Run 1, signal wires by layer:
Only two layers are drawn.
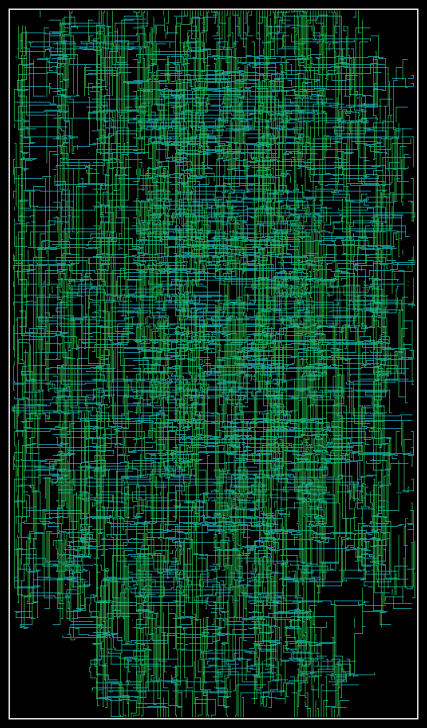
Run 1, the clock network:
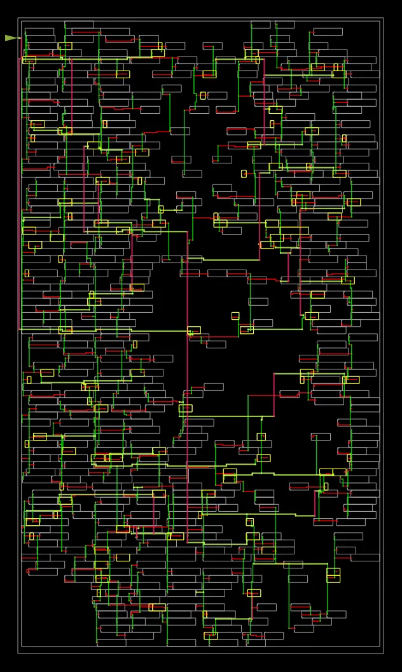
Run 1, sequential cells grouped by signal name:
The bar under the picture is 50 um long. Other sequential cells in the stronger gray, the rest of the logic in the fainter gray.
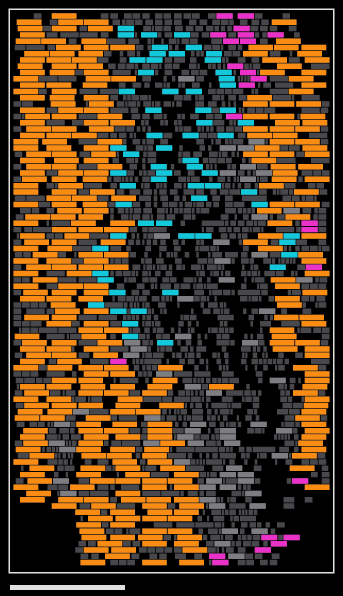
Run 1, ports around the boundary:
Pins as bars across the die edge, other pins in gray.
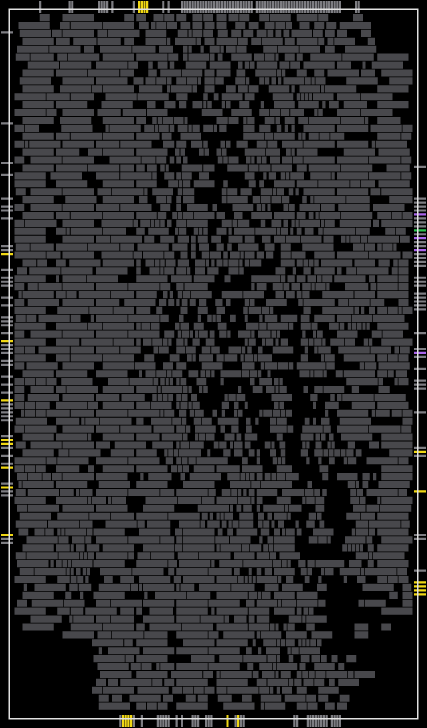
`src/rtl/spine_router.sv`:
```
// spine_router: spine-side 4x4 switch of a group. Each leaf link feeds a
// small FIFO; each output has a round-robin arbiter and a single-entry
// output register. Flits addressed to another group are dropped at the
// FIFO head and counted.
module spine_router #(
  parameter int unsigned DWIDTH     = 16,
  parameter int unsigned FIFO_DEPTH = 4,
  parameter logic [3:0]  GROUP_ID   = 4'b0100,
  parameter int unsigned SPINE_ID   = 0
) (
  input  logic                clk,
  input  logic                reset,
  input  logic                arb_enable,
  input  logic [4*DWIDTH-1:0] leaf_in_data,
  input  logic [4*6-1:0]      leaf_in_dest_addr,
  input  logic [3:0]          leaf_in_valid,
  output logic [3:0]          leaf_in_ready,
  output logic [4*DWIDTH-1:0] leaf_out_data,
  output logic [4*6-1:0]      leaf_out_dest_addr,
  output logic [3:0]          leaf_out_valid,
  input  logic [3:0]          leaf_out_ready,
  output logic [4*2-1:0]      grant_src,
  output logic [7:0]          drop_count,
  output logic                busy
);

  localparam int unsigned NPORT  = 4;
  localparam int unsigned AWIDTH = 6;
  localparam int unsigned EWIDTH = DWIDTH + AWIDTH;
  localparam int unsigned PWIDTH = $clog2(FIFO_DEPTH);
  localparam int unsigned CWIDTH = PWIDTH + 1;

  // SPINE_ID is informational only; it does not affect routing.
  logic spine_id_unused;
  assign spine_id_unused = |32'(SPINE_ID);

  // FIFO state; each entry is {dest_addr, data}
  logic [EWIDTH-1:0] fifo_mem [NPORT][FIFO_DEPTH];
  logic [PWIDTH-1:0] rd_ptr_q [NPORT];
  logic [PWIDTH-1:0] wr_ptr_q [NPORT];
  logic [CWIDTH-1:0] count_q  [NPORT];
  logic [1:0]        rr_ptr_q [NPORT];

  // next-state values
  logic [PWIDTH-1:0]   rd_ptr_n [NPORT];
  logic [PWIDTH-1:0]   wr_ptr_n [NPORT];
  logic [CWIDTH-1:0]   count_n  [NPORT];
  logic [1:0]          rr_ptr_n [NPORT];
  logic [3:0]          in_ready_n;
  logic [4*DWIDTH-1:0] out_data_n;
  logic [4*6-1:0]      out_dest_n;
  logic [3:0]          out_valid_n;
  logic [4*2-1:0]      grant_src_n;
  logic [7:0]          drop_count_n;
  logic [8:0]          drop_sum_c;
  logic                busy_n;

  // head classification and arbitration signals
  logic [EWIDTH-1:0] head_entry_c [NPORT];
  logic [AWIDTH-1:0] head_dest_c  [NPORT];
  logic [3:0]        head_valid_c;
  logic [3:0]        drop_c;
  logic [3:0]        push_c;
  logic [3:0]        pop_c;
  logic [3:0]        out_free_c;
  logic [3:0]        gnt_valid_c;
  logic [1:0]        gnt_idx_c [NPORT];
  logic [1:0]        cand_c;

  // Classify each FIFO head: absent, wrong group (drop), or routable.
  always_comb begin
    for (int i = 0; i < NPORT; i++) begin
      head_entry_c[i] = fifo_mem[i][rd_ptr_q[i]];
      head_dest_c[i]  = head_entry_c[i][EWIDTH-1 -: AWIDTH];
      head_valid_c[i] = (count_q[i] != '0);
      drop_c[i]       = head_valid_c[i] && (head_dest_c[i][5:2] != GROUP_ID);
      push_c[i]       = leaf_in_valid[i] && leaf_in_ready[i];
    end
  end

  // Per-output round-robin arbiter, searching from rr_ptr upward.
  always_comb begin
    cand_c = '0;
    for (int o = 0; o < NPORT; o++) begin
      gnt_valid_c[o] = 1'b0;
      gnt_idx_c[o]   = '0;
      out_free_c[o]  = !leaf_out_valid[o] || leaf_out_ready[o];
      for (int k = 0; k < NPORT; k++) begin
        cand_c = rr_ptr_q[o] + 2'(k);
        if (!gnt_valid_c[o] && arb_enable && out_free_c[o] &&
            head_valid_c[cand_c] && !drop_c[cand_c] &&
            (head_dest_c[cand_c][1:0] == 2'(o))) begin
          gnt_valid_c[o] = 1'b1;
          gnt_idx_c[o]   = cand_c;
        end
      end
    end
  end

  // An input pops when its head is dropped or granted by its one target output.
  always_comb begin
    for (int i = 0; i < NPORT; i++) begin
      pop_c[i] = drop_c[i];
      for (int o = 0; o < NPORT; o++) begin
        if (gnt_valid_c[o] && (gnt_idx_c[o] == 2'(i))) begin
          pop_c[i] = 1'b1;
        end
      end
    end
  end

  // Next-state for FIFO pointers/occupancy, output registers and counters.
  always_comb begin
    out_data_n   = leaf_out_data;
    out_dest_n   = leaf_out_dest_addr;
    grant_src_n  = grant_src;
    drop_sum_c   = {1'b0, drop_count};
    busy_n       = 1'b0;
    for (int i = 0; i < NPORT; i++) begin
      count_n[i]    = count_q[i] + CWIDTH'(push_c[i]) - CWIDTH'(pop_c[i]);
      wr_ptr_n[i]   = push_c[i] ? wr_ptr_q[i] + PWIDTH'(1) : wr_ptr_q[i];
      rd_ptr_n[i]   = pop_c[i]  ? rd_ptr_q[i] + PWIDTH'(1) : rd_ptr_q[i];
      in_ready_n[i] = (count_n[i] != CWIDTH'(FIFO_DEPTH));
      drop_sum_c    = drop_sum_c + 9'(drop_c[i]);
      if (count_n[i] != '0) begin
        busy_n = 1'b1;
      end
    end
    for (int o = 0; o < NPORT; o++) begin
      rr_ptr_n[o]    = rr_ptr_q[o];
      out_valid_n[o] = leaf_out_valid[o] && !leaf_out_ready[o];
      if (gnt_valid_c[o]) begin
        out_valid_n[o]                     = 1'b1;
        out_data_n[o*DWIDTH +: DWIDTH]     = head_entry_c[gnt_idx_c[o]][DWIDTH-1:0];
        out_dest_n[o*AWIDTH +: AWIDTH]     = head_dest_c[gnt_idx_c[o]];
        grant_src_n[o*2 +: 2]              = gnt_idx_c[o];
        rr_ptr_n[o]                        = gnt_idx_c[o] + 2'd1;
      end
      if (out_valid_n[o]) begin
        busy_n = 1'b1;
      end
    end
    drop_count_n = (drop_sum_c > 9'd255) ? 8'hFF : drop_sum_c[7:0];
  end

  // State register with synchronous active-low reset.
  always_ff @(posedge clk) begin
    if (!reset) begin
      for (int i = 0; i < NPORT; i++) begin
        rd_ptr_q[i] <= '0;
        wr_ptr_q[i] <= '0;
        count_q[i]  <= '0;
        rr_ptr_q[i] <= '0;
      end
      leaf_in_ready      <= '0;
      leaf_out_data      <= '0;
      leaf_out_dest_addr <= '0;
      leaf_out_valid     <= '0;
      grant_src          <= '0;
      drop_count         <= '0;
      busy               <= 1'b0;
    end else begin
      for (int i = 0; i < NPORT; i++) begin
        rd_ptr_q[i] <= rd_ptr_n[i];
        wr_ptr_q[i] <= wr_ptr_n[i];
        count_q[i]  <= count_n[i];
        rr_ptr_q[i] <= rr_ptr_n[i];
      end
      leaf_in_ready      <= in_ready_n;
      leaf_out_data      <= out_data_n;
      leaf_out_dest_addr <= out_dest_n;
      leaf_out_valid     <= out_valid_n;
      grant_src          <= grant_src_n;
      drop_count         <= drop_count_n;
      busy               <= busy_n;
    end
  end

  // FIFO storage write; contents need no reset since occupancy gates reads.
  always_ff @(posedge clk) begin
    for (int i = 0; i < NPORT; i++) begin
      if (push_c[i]) begin
        fifo_mem[i][wr_ptr_q[i]] <= {leaf_in_dest_addr[i*AWIDTH +: AWIDTH],
                                     leaf_in_data[i*DWIDTH +: DWIDTH]};
      end
    end
  end

endmodule
```
`config.mk`:
```
export PLATFORM = sky130hd
export DESIGN_NAME = spine_router
export DESIGN_NICKNAME = d
export VERILOG_FILES = /design/src/rtl/spine_router.sv
export SDC_FILE = /design/constraint.sdc
export NUM_CORES = 1
export LEC_CHECK = 0
export CORE_ASPECT_RATIO = 1.75
export CORE_UTILIZATION = 64
export CTS_BUF_LIST = sky130_fd_sc_hd__clkbuf_8
export DETAILED_ROUTE_END_ITERATION = 7
export PLACE_DENSITY = 0.88
export SETUP_SLACK_MARGIN = 0.1
export SYNTH_ARGS = -nofsm -noshare
export SYNTH_HDL_FRONTEND = slang
export SYNTH_SLANG_ARGS = --single-unit
```
`constraint.sdc`:
```
create_clock -name clk -period 7.85 [get_ports clk]
set_clock_uncertainty 0.2 [all_clocks]
set_input_delay 1.1775 -clock clk [delete_from_list [all_inputs] [get_ports clk]]
set_output_delay 1.1775 -clock clk [all_outputs]
set_load 0.01 [all_outputs]
```
==> qor.csv, run 1 <==
metric,value,unit
syn_area_per_cell,14.2,um^2
R2R Setup Slk,0.61,ns
core box area,32800,um^2
clock share of power,0.224,
max_cap viols,0,
drt first pass iters,6,
most numerous logic cell after layout,edfxtp_1,
# fillers,1947,
number of flip-flops in the largest register,352,
number of enable flip-flop cells,352,
Comb pwr share,0.363,
Synth top cells by count,"352 x edfxtp_1, 149 x dfxtp_1, 88 x a21oi_1, 84 x nor2_1, 81 x mux2i_1",
cell count after synthesis,1504,
RSZ-0062 raised after global routing,no,
initial DRC count,1186,
crit path DAT,7.53,ns
hold_sp,leaf_out_data[42],
DP Worst Slack,0.998,ns
Hold Slack,0.260,ns
Post-synth area hogs,"edfxtp_1 50%, dfxtp_1 14%, mux4_2 7.1%",
Top pwr grp,registers,
endpoint type of the worst setup path,flop,
status,finished clean,
Area Overhead vs Synth,17.4,%
clock buf count,75,
Crit Path Class,flop to flop,
initial antenna violation count,2,
PwrDens,328,nW/um^2
"mux frac, synth",0.123,
clk cell area share,0.0490,
register area,13600,um^2
PortBufs,211,
comb_multi_in,873,
P_leak,8.70,nW
clock transition at the registers of the reported paths,0.06,ns
switching power share of the total,0.359,
Cell Type Count,82,
Critical Path Source Type,flop,
fin area,25000,um^2
#FFs+latches synth,501,
largest net degree at the start of global routing,64,
MI comb area,7240,um^2
"Worst Setup Slack, final",0.612,ns
Mapped Area,21300,um^2
cell chain of the critical path,"mux4_2, inv_1, nor3_1, nor3_1, a31o_2, a21oi_2, inv_1, ha_1, a21oi_1, nand2_1, ha_1, inv_1, ha_1, inv_1, fa_1, inv_1, nor4_1, nand4_1, o31a_1, or3_1",
Comb/total area,0.289,
Clk power,1.83,mW
Setup TNS,0,ns
Period minus WS final,7.24,ns
Stages on worst setup path,20,
total die size,34000,um^2
CP top delay family,simple AND/OR/NAND/NOR gates,
n_taps,405,
share of layout cells above drive strength 1,0.128,
TritonCTS clock tree,built,
via count,14430,
Worst Hold Depth,2,
period utilisation layout,0.922,
nets@finish,1869,
XOR/XNOR Area Share,0.00699,
first-pass GRT wire length,87400,um
Most common reg cell,edfxtp_1,
Power Total,8.19,mW
DRC violations left,0,
Basic Gates by Area,0.0835,
Peak Freq,138,MHz
Post-Syn Nets,1645,
Peak VDD IR,228,uV
reg2reg start,rd_ptr_q[0][1],
sequential share of cell area,0.542,
final slew viol count,0,
CP max FO,24,
Slew headroom,0.168,
yosys synthesis chip area,21300,um^2
Final Hold Fails,0,
reg2reg end,busy,
net switching power,2.94,mW
n_diodes,1,
WP buf/inv,5,
Top cells excl fill/tap,"352 x edfxtp_1, 210 x clkdlybuf4s50_1, 149 x dfxtp_1",
final core utilization,0.762,
CP max stage delay,1.15,ns
Yosys warnings,0,
Yosys top cell by instances,edfxtp_1,
Pre-Place Util,0.649,
Logic power comb,2.97,mW
placed insts,2064,
Post-DP Area,23800,um^2
Max-area cell share,0.496,
adder share,0.0281,
Routed Antenna Nets,0,
Post-Synth AOI/OAI Area,0.0968,
register area share after synthesis,0.636,
Reg2Reg Depth,20,
Final setup viols,0,
non-filler instance count after layout,2180,
Back to the opening pictures, 'signal wires by layer':
[met2] green | wire length: 30.1 mm
[met1] cyan | wire length: 20.3 mm
routed wire length: 59100 um
WL/cell: 27.1 um
total track usage: 0.353

Back to the opening pictures, 'the clock network':
clk sink count: 501
registers: 501
Worst-Skew Late Latency: 0.62 ns
Num CTS Buffers: 67

Back to the opening pictures, 'sequential cells grouped by signal name':
[`fifo_mem`] orange | sequential cells: 352 | where: widely spread
[`leaf_out_dest_addr`] magenta | sequential cells: 24
[`leaf_out_data`] cyan | sequential cells: 64

Back to the opening pictures, 'ports around the boundary':
[`leaf_out_ready`] purple | pins: 4 | direction: input | edge: right
[`leaf_in_dest_addr`] yellow | pins: 24 | direction: input | edge: 8 left, 6 right, 6 bottom, 4 top
[`busy`] green | pins: 1 | direction: output | edge: right
all pins by edge: 76 top, 50 left, 47 right, 39 bottom

-- run 1: worst max-delay path by stage --
stage / slack [ns] / startpoint / endpoint
after global placement: 1.23 / rd_ptr_q[0][1] / busy
final: 0.61 / rd_ptr_q[0][1] / busy
after CTS: 0.97 / rd_ptr_q[0][1] / busy
after detailed placement: 1.0 / rd_ptr_q[0][1] / busy
after floorplan: 2.46 / rd_ptr_q[0][0] / busy
after global routing: 0.54 / rd_ptr_q[0][1] / busy
-- run 1: per-layer routing --
layer,vias to the layer above,track usage,routed length [um]
met5,-,0,13
met4,2,0.243,4140
met3,193,0.0662,4580
met2,843,0.604,30100
met1,7113,0.400,20300
li1,6279,-,-
==> inputs of run 2 (changes only) <==
- CAP_MARGIN: not set -> 20
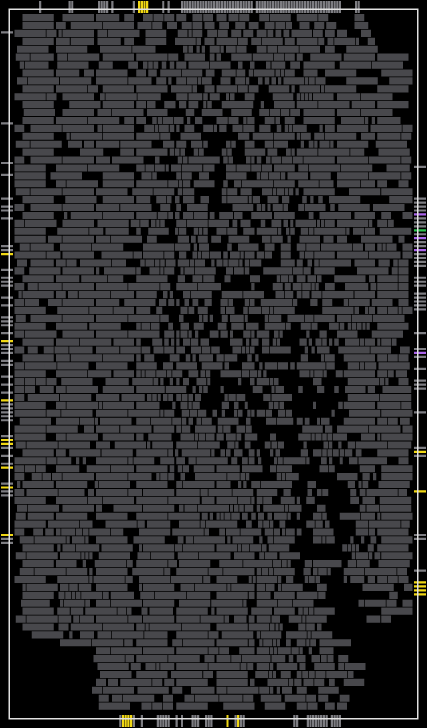
Run 2: ports around the boundary
Pins as bars across the die edge, other pins in gray.
[`busy`] green | pins: 1 | direction: output | edge: right
[`leaf_out_ready`] purple | pins: 4 | direction: input | edge: right
[`leaf_in_dest_addr`] yellow | pins: 24 | direction: input | edge: 8 left, 6 right, 6 bottom, 4 top
all pins by edge: 76 top, 50 left, 47 right, 39 bottom
die y size: 243 um
Die Wd: 140 um
PortBufs: 211

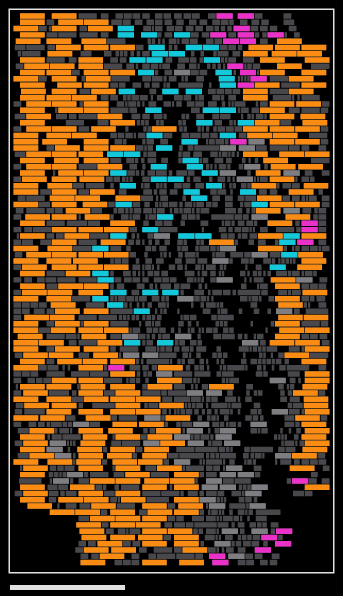
Run 2: sequential cells grouped by signal name
The bar under the picture is 50 um long. Other sequential cells in the stronger gray, the rest of the logic in the fainter gray.
[`leaf_out_dest_addr`] magenta | sequential cells: 24
[`fifo_mem`] orange | sequential cells: 352 | where: widely spread
[`leaf_out_data`] cyan | sequential cells: 64
sequential power: 3.37 mW
sequential share of cell area: 0.532
register area: 13600 um^2
final core utilization: 0.777

==> run 2 against run 1 <==
Against the previous run:
- die size unchanged
- clock power increased by 11%
- clock-buffer cell count is 3 higher
- critical path type unchanged
- highest routed layer is now met4
==> qor.csv, run 2 <==
metric,value,unit
Post-synth area hogs,"edfxtp_1 50%, dfxtp_1 14%, mux4_2 7.1%",
R2R Setup Slk,0.97,ns
switching power share of the total,0.359,
vias in the first global route,14836,
#FFs+latches synth,501,
Reg2Reg Depth,23,
comb_multi_in,873,
Tightest Hold Check Type,flop to flop,
max_cap viols,0,
Basic Gates by Area,0.0835,
Final setup viols,0,
Post-Syn Nets,1645,
MI comb area,7240,um^2
cell count after synthesis,1504,
crit path DAT,7.22,ns
CP max stage delay,0.53,ns
ys async rst share,0,
DR vias/cell,6.70,
met2 usage,0.626,
Metal-1 WL,20400,um
Peak Freq,145,MHz
share of layout cells above drive strength 1,0.144,
tool warnings,46,
Max-area cell share,0.496,
clk cell area share,0.0543,
Peak VDD IR,219,uV
drt first pass iters,5,
Final Hold Fails,0,
Comb/total area,0.284,
endpoint type of the worst setup path,flop,
number of enable flip-flop cells,352,
Critical Path Source Type,flop,
core box area,32800,um^2
yosys synthesis chip area,21300,um^2
DRC violations left,0,
Post-Synth AOI/OAI Area,0.0968,
Post-DP Area,23800,um^2
Mapped Area,21300,um^2
WP buf/inv,5,
cell row count,88,
status,finished clean,
Most common reg cell,edfxtp_1,
end of the worst hold path,leaf_out_data[47],
cell chain of the critical path,"buf_4, nor2b_1, nand2_1, nand4_1, nand4_1, a21boi_1, o21a_1, a31o_2, a21oi_2, inv_1, ha_1, a21oi_1, nand2_1, ha_1, inv_1, ha_1, inv_1, fa_1, inv_1, nor4_1, nand4_1, o31a_1, or3_1",
Setup TNS,0,ns
n_taps,405,
Worst Hold Depth,2,
non-filler instance count after layout,2203,
met2 WL,31700,um
"mux frac, synth",0.123,
hold_sp,leaf_out_data[47],
Largest cell class,flip-flops and latches,
CP max FO,20,
initial DRC count,1366,
most numerous logic cell after layout,edfxtp_1,
number of flip-flops in the largest register,352,
Yosys warnings,0,
final slew viol count,0,
met3 global-route usage,0.0719,
clock buf count,78,
clock share of power,0.240,
WL/cell,28.0,um
Root Buffer,clkbuf_8,
yosys cell count,1504,
TritonCTS clock tree,built,
clk sink count,501,
Comb pwr share,0.362,
Area Overhead vs Synth,19.7,%
Top cells excl fill/tap,"352 x edfxtp_1, 210 x clkdlybuf4s50_1, 149 x dfxtp_1",
Power Total,8.47,mW
global routing usage on met1,0.399,
CP top delay family,simple AND/OR/NAND/NOR gates,
registers,501,
reg2reg start,rd_ptr_q[1][0],
Stages on worst setup path,23,
clock transition at the registers of the reported paths,0.07,ns
fin area,25500,um^2
P_leak,8.92,nW
Critical Path Most Common Cell,inv_1,
adder share,0.0281,
top sig layer,met4,
total track usage,0.362,
RSZ-0062 raised after global routing,no,
wire length on met3,5140,um
register area share after synthesis,0.636,
Num CTS Buffers,69,
CP required,8.18,ns
Synth top cells by count,"352 x edfxtp_1, 149 x dfxtp_1, 88 x a21oi_1, 84 x nor2_1, 81 x mux2i_1",
Synth area leader,edfxtp_1,
most used routing layer,met2,
net switching power,3.04,mW
Cell Type Count,82,
Period minus WS final,6.88,ns
reg2reg end,busy,
first-pass GRT wire length,89100,um
period utilisation layout,0.877,
initial antenna violation count,2,
nets@finish,1885,
CTS max path bufs,3,
routed wire length,61700,um
Pre-Place Util,0.649,
Yosys top cell by instances,edfxtp_1,
PwrDens,332,nW/um^2
via count,14758,
htree depth,3,
Slew headroom,0.216,
XOR/XNOR Area Share,0.00699,
Worst Setup SP,rd_ptr_q[1][0],
syn_area_per_cell,14.2,um^2
# fillers,1850,
n_diodes,1,
Worst-Skew Late Latency,0.66,ns
Crit Path Class,flop to flop,
placed insts,2065,
total gr overflow,0,
largest net degree at the start of global routing,64,
# hold bufs at CTS,0,
total die size,34000,um^2
Non-clk invs,50,
Clk power,2.03,mW
Logic power comb,3.07,mW
crit path to,busy,
Routed Antenna Nets,0,
Top pwr grp,registers,
-- run 2: cell counts after synthesis --
No cell type changed its count.
-- run 2: logic make-up (layout without fill, tap and decap cells) --
kind of cell	Yosys count	count (layout)
simple gates	346	346
xor+xnor	17	17
other cells	0	1
flops	501	501
fa+ha+maj	44	44
buf+inv	130	423
compound gates	292	292
mux	174	174
-- run 2: per-stage QoR --
step / hold WS, ns / worst slack, ns / utilization
floorplan: 0.269 / 2.46 / -
global placement: 0.243 / 1.23 / 0.724
detailed placement: 0.248 / 1.00 / 0.725
CTS: 0.257 / 0.967 / 0.768
global route: 0.278 / 0.700 / 0.777
finish: 0.258 / 0.965 / 0.777
==> inputs of run 3 (changes only) <==
- CORE_UTILIZATION: 64 -> 47
- GPL_ROUTABILITY_DRIVEN: not set -> 0
- PLACE_DENSITY: 0.88 -> 0.68
- clock period: 7.85 -> 7.5 ns (I/O delays scaled with it)
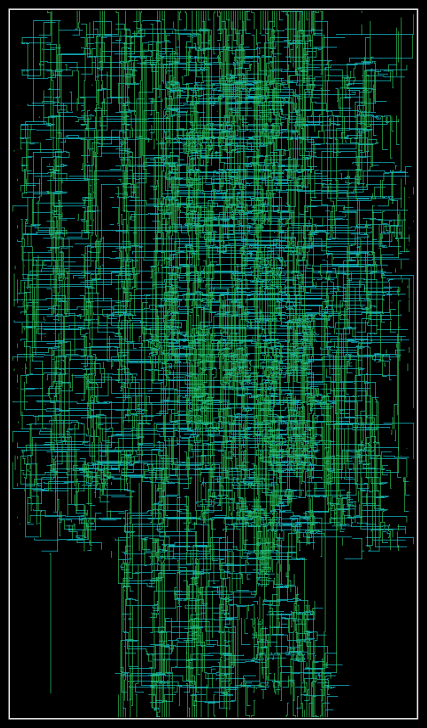
Run 3: signal wires by layer
Only two layers are drawn.
[met1] cyan | wire length: 21.4 mm
[met2] green | wire length: 29.2 mm

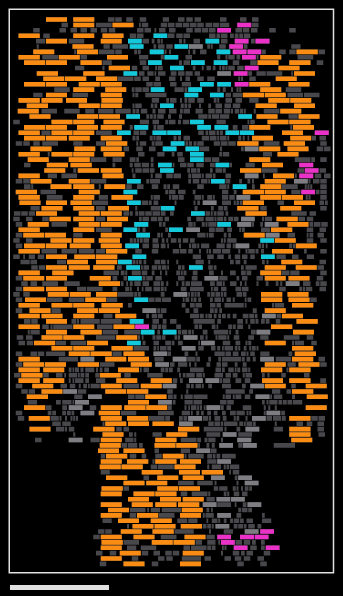
Run 3: sequential cells grouped by signal name
The bar under the picture is 50 um long. Other sequential cells in the stronger gray, the rest of the logic in the fainter gray.
[`leaf_out_dest_addr`] magenta | sequential cells: 24
[`fifo_mem`] orange | sequential cells: 352 | where: widely spread
[`leaf_out_data`] cyan | sequential cells: 64
sequential power: 3.53 mW
final core utilization: 0.577
sequential share of cell area: 0.527

==> run 3 against run 2 <==
Against the previous run:
- die size increased by 36%
- clock-buffer cell count unchanged
- clock power up 6%
- worst hold slack worse by 0.0023 ns
- sequential share of layout area is 0.43 points lower
- non-clock buffer count grew 2
- power rose by 3.7%
- first-iteration DRC count fell by 15%
- via count down 5.0%
- critical endpoint unchanged
- largest power group unchanged
==> qor.csv, run 3 <==
metric,value,unit
status,finished clean,
Basic Gates by Area,0.0835,
Metal-1 WL,21400,um
Worst Setup SP,rd_ptr_q[3][0],
WP buf/inv,1,
hold_sp,leaf_out_data[33],
adder share,0.0281,
drt first pass iters,5,
die y size,284,um
nets@finish,1890,
Final Hold Fails,0,
initial antenna violation count,1,
tool warnings,45,
PortBufs,211,
vias in the first global route,14274,
Routed Antenna Nets,0,
Area Overhead vs Synth,20.7,%
Critical Path Source Type,flop,
endpoint type of the worst setup path,flop,
top sig layer,met4,
total gr overflow,0,
Top pwr grp,registers,
clock transition at the registers of the reported paths,0.07,ns
placed insts,2240,
R2R Setup Slk,0.87,ns
reg2reg start,rd_ptr_q[3][0],
Worst Tran Pin Value,0.956,ns
# fillers,3563,
WL/cell,24.3,um
cell row count,102,
Num CTS Buffers,72,
routed wire length,57700,um
# hold bufs at CTS,0,
RSZ-0062 raised after global routing,no,
"mux frac, synth",0.123,
wire length on met3,3500,um
first-pass GRT wire length,86900,um
Max-area cell share,0.496,
Top cells excl fill/tap,"352 x edfxtp_1, 210 x clkdlybuf4s50_1, 149 x dfxtp_1",
share of layout cells above drive strength 1,0.144,
non-filler instance count after layout,2376,
Yosys warnings,0,
global routing usage on met1,0.297,
cell chain of the critical path,"nor2b_1, a22oi_1, a21oi_1, and2_1, a221oi_1, a31o_2, a21oi_2, ha_1, a221oi_1, o21ai_0, ha_1, inv_1, ha_1, fa_1, xnor2_1, nor3_1, nand4_1, o31a_1, or3_1",
CP max FO,15,
final slew viol count,0,
DR vias/cell,5.90,
Die Wd,163,um
largest net degree at the start of global routing,72,
syn_area_per_cell,14.2,um^2
Root Buffer,clkbuf_8,
Post-Syn Nets,1645,
Synth area leader,edfxtp_1,
P_leak,8.94,nW
Reg2Reg Depth,19,
register area share after synthesis,0.636,
htree depth,3,
Clk power,2.15,mW
total die size,46200,um^2
Post-synth area hogs,"edfxtp_1 50%, dfxtp_1 14%, mux4_2 7.1%",
met2 WL,29200,um
#FFs+latches synth,501,
Cell Type Count,82,
clock share of power,0.245,
Critical Path Most Common Cell,ha_1,
number of flip-flops in the largest register,352,
initial DRC count,1163,
period utilisation layout,0.883,
DP Worst Slack,0.855,ns
Stages on worst setup path,19,
Setup TNS,0,ns
Period minus WS final,6.63,ns
crit path to,busy,
Most common reg cell,edfxtp_1,
Power Total,8.79,mW
end of the worst hold path,leaf_out_data[33],
Yosys top cell by instances,edfxtp_1,
met3 global-route usage,0.0427,
Post-Synth AOI/OAI Area,0.0968,
Worst Hold Depth,2,
most used routing layer,met2,
CP required,7.82,ns
total track usage,0.255,
register area,13600,um^2
XOR/XNOR Area Share,0.00699,
yosys cell count,1504,
CP top delay family,AND-OR/OR-AND gates,
Slew headroom,0.361,
most numerous logic cell after layout,edfxtp_1,
"Worst Setup Slack, final",0.874,ns
MI comb area,7240,um^2
switching power share of the total,0.354,
DRC violations left,0,
max_cap viols,0,
clk sink count,501,
met2 usage,0.432,
Peak Freq,151,MHz
reg2reg end,busy,
Tightest Hold Check Type,flop to flop,
Post-DP Area,24100,um^2
Peak VDD IR,160,uV
core box area,44500,um^2
Worst-Skew Late Latency,0.64,ns
number of enable flip-flop cells,352,
cell count after synthesis,1504,
crit path DAT,6.94,ns
Final setup viols,0,
via count,14021,
Comb pwr share,0.354,
Mapped Area,21300,um^2
Synth top cells by count,"352 x edfxtp_1, 149 x dfxtp_1, 88 x a21oi_1, 84 x nor2_1, 81 x mux2i_1",
Logic power comb,3.11,mW
fin area,25700,um^2
CTS max path bufs,3,
net switching power,3.11,mW
yosys synthesis chip area,21300,um^2
Crit Path Class,flop to flop,
Pre-Place Util,0.478,
PwrDens,342,nW/um^2
TritonCTS clock tree,built,
ys async rst share,0,
CP max stage delay,0.83,ns
run 3: kinds of logic after synthesis:
logic type | after synthesis
buf+inv | 130
xor+xnor | 17
mux | 174
fa+ha+maj | 44
compound gates | 292
flops | 501
simple gates | 346
run 3: layout make-up:
| cell class | instances | share of cell area |
|---|---|---|
| timing repair buffer | 251 | 0.101 |
| clock inverter | 50 | 0.0133 |
| inverter | 50 | 0.00730 |
| tap | 572 | 0.0278 |
| sequential | 501 | 0.527 |
| clock buffer | 78 | 0.0418 |
| multi-input combinational | 873 | 0.282 |
| antenna | 1 | 0.0000974 |
run 3: stage by stage:
stage               hold slack, ns   util
detailed placement           0.249  0.542
floorplan                    0.269      -
global placement             0.244  0.539
global route                 0.278  0.577
finish                       0.256  0.577
CTS                          0.258  0.573

## Gallery

Selected gate families.
The bar under the picture is 50 um long.
(a)
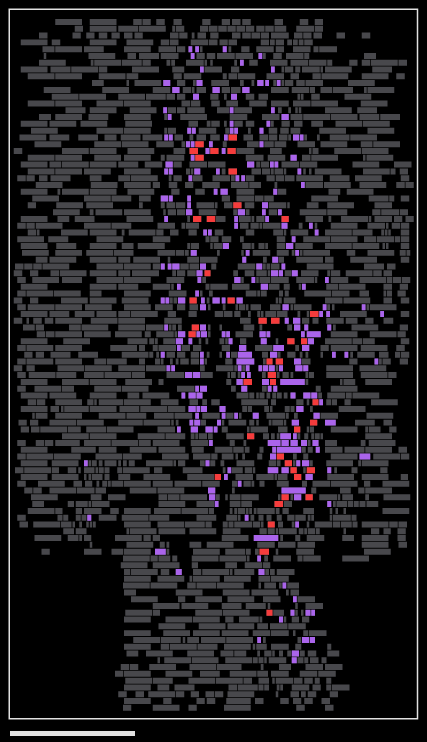
(b)
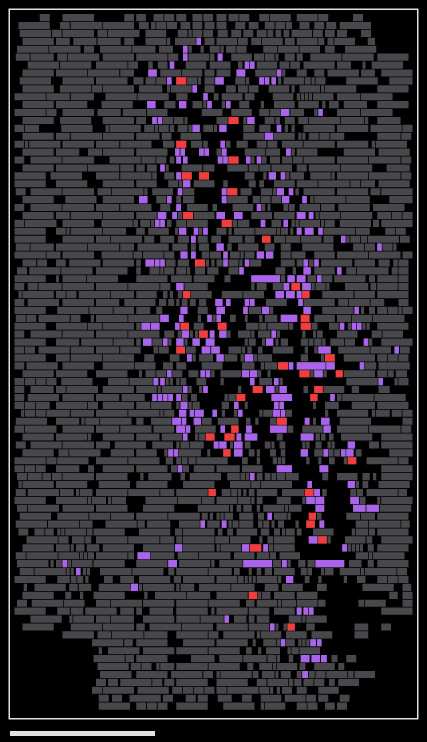
(b) -> run 1
(a) -> run 3

Key to (b):
[inverting AOI/OAI gates] purple | cells: 250
[AND-OR and OR-AND gates] red | cells: 42

Power is estimated from default activity; no workload was simulated.
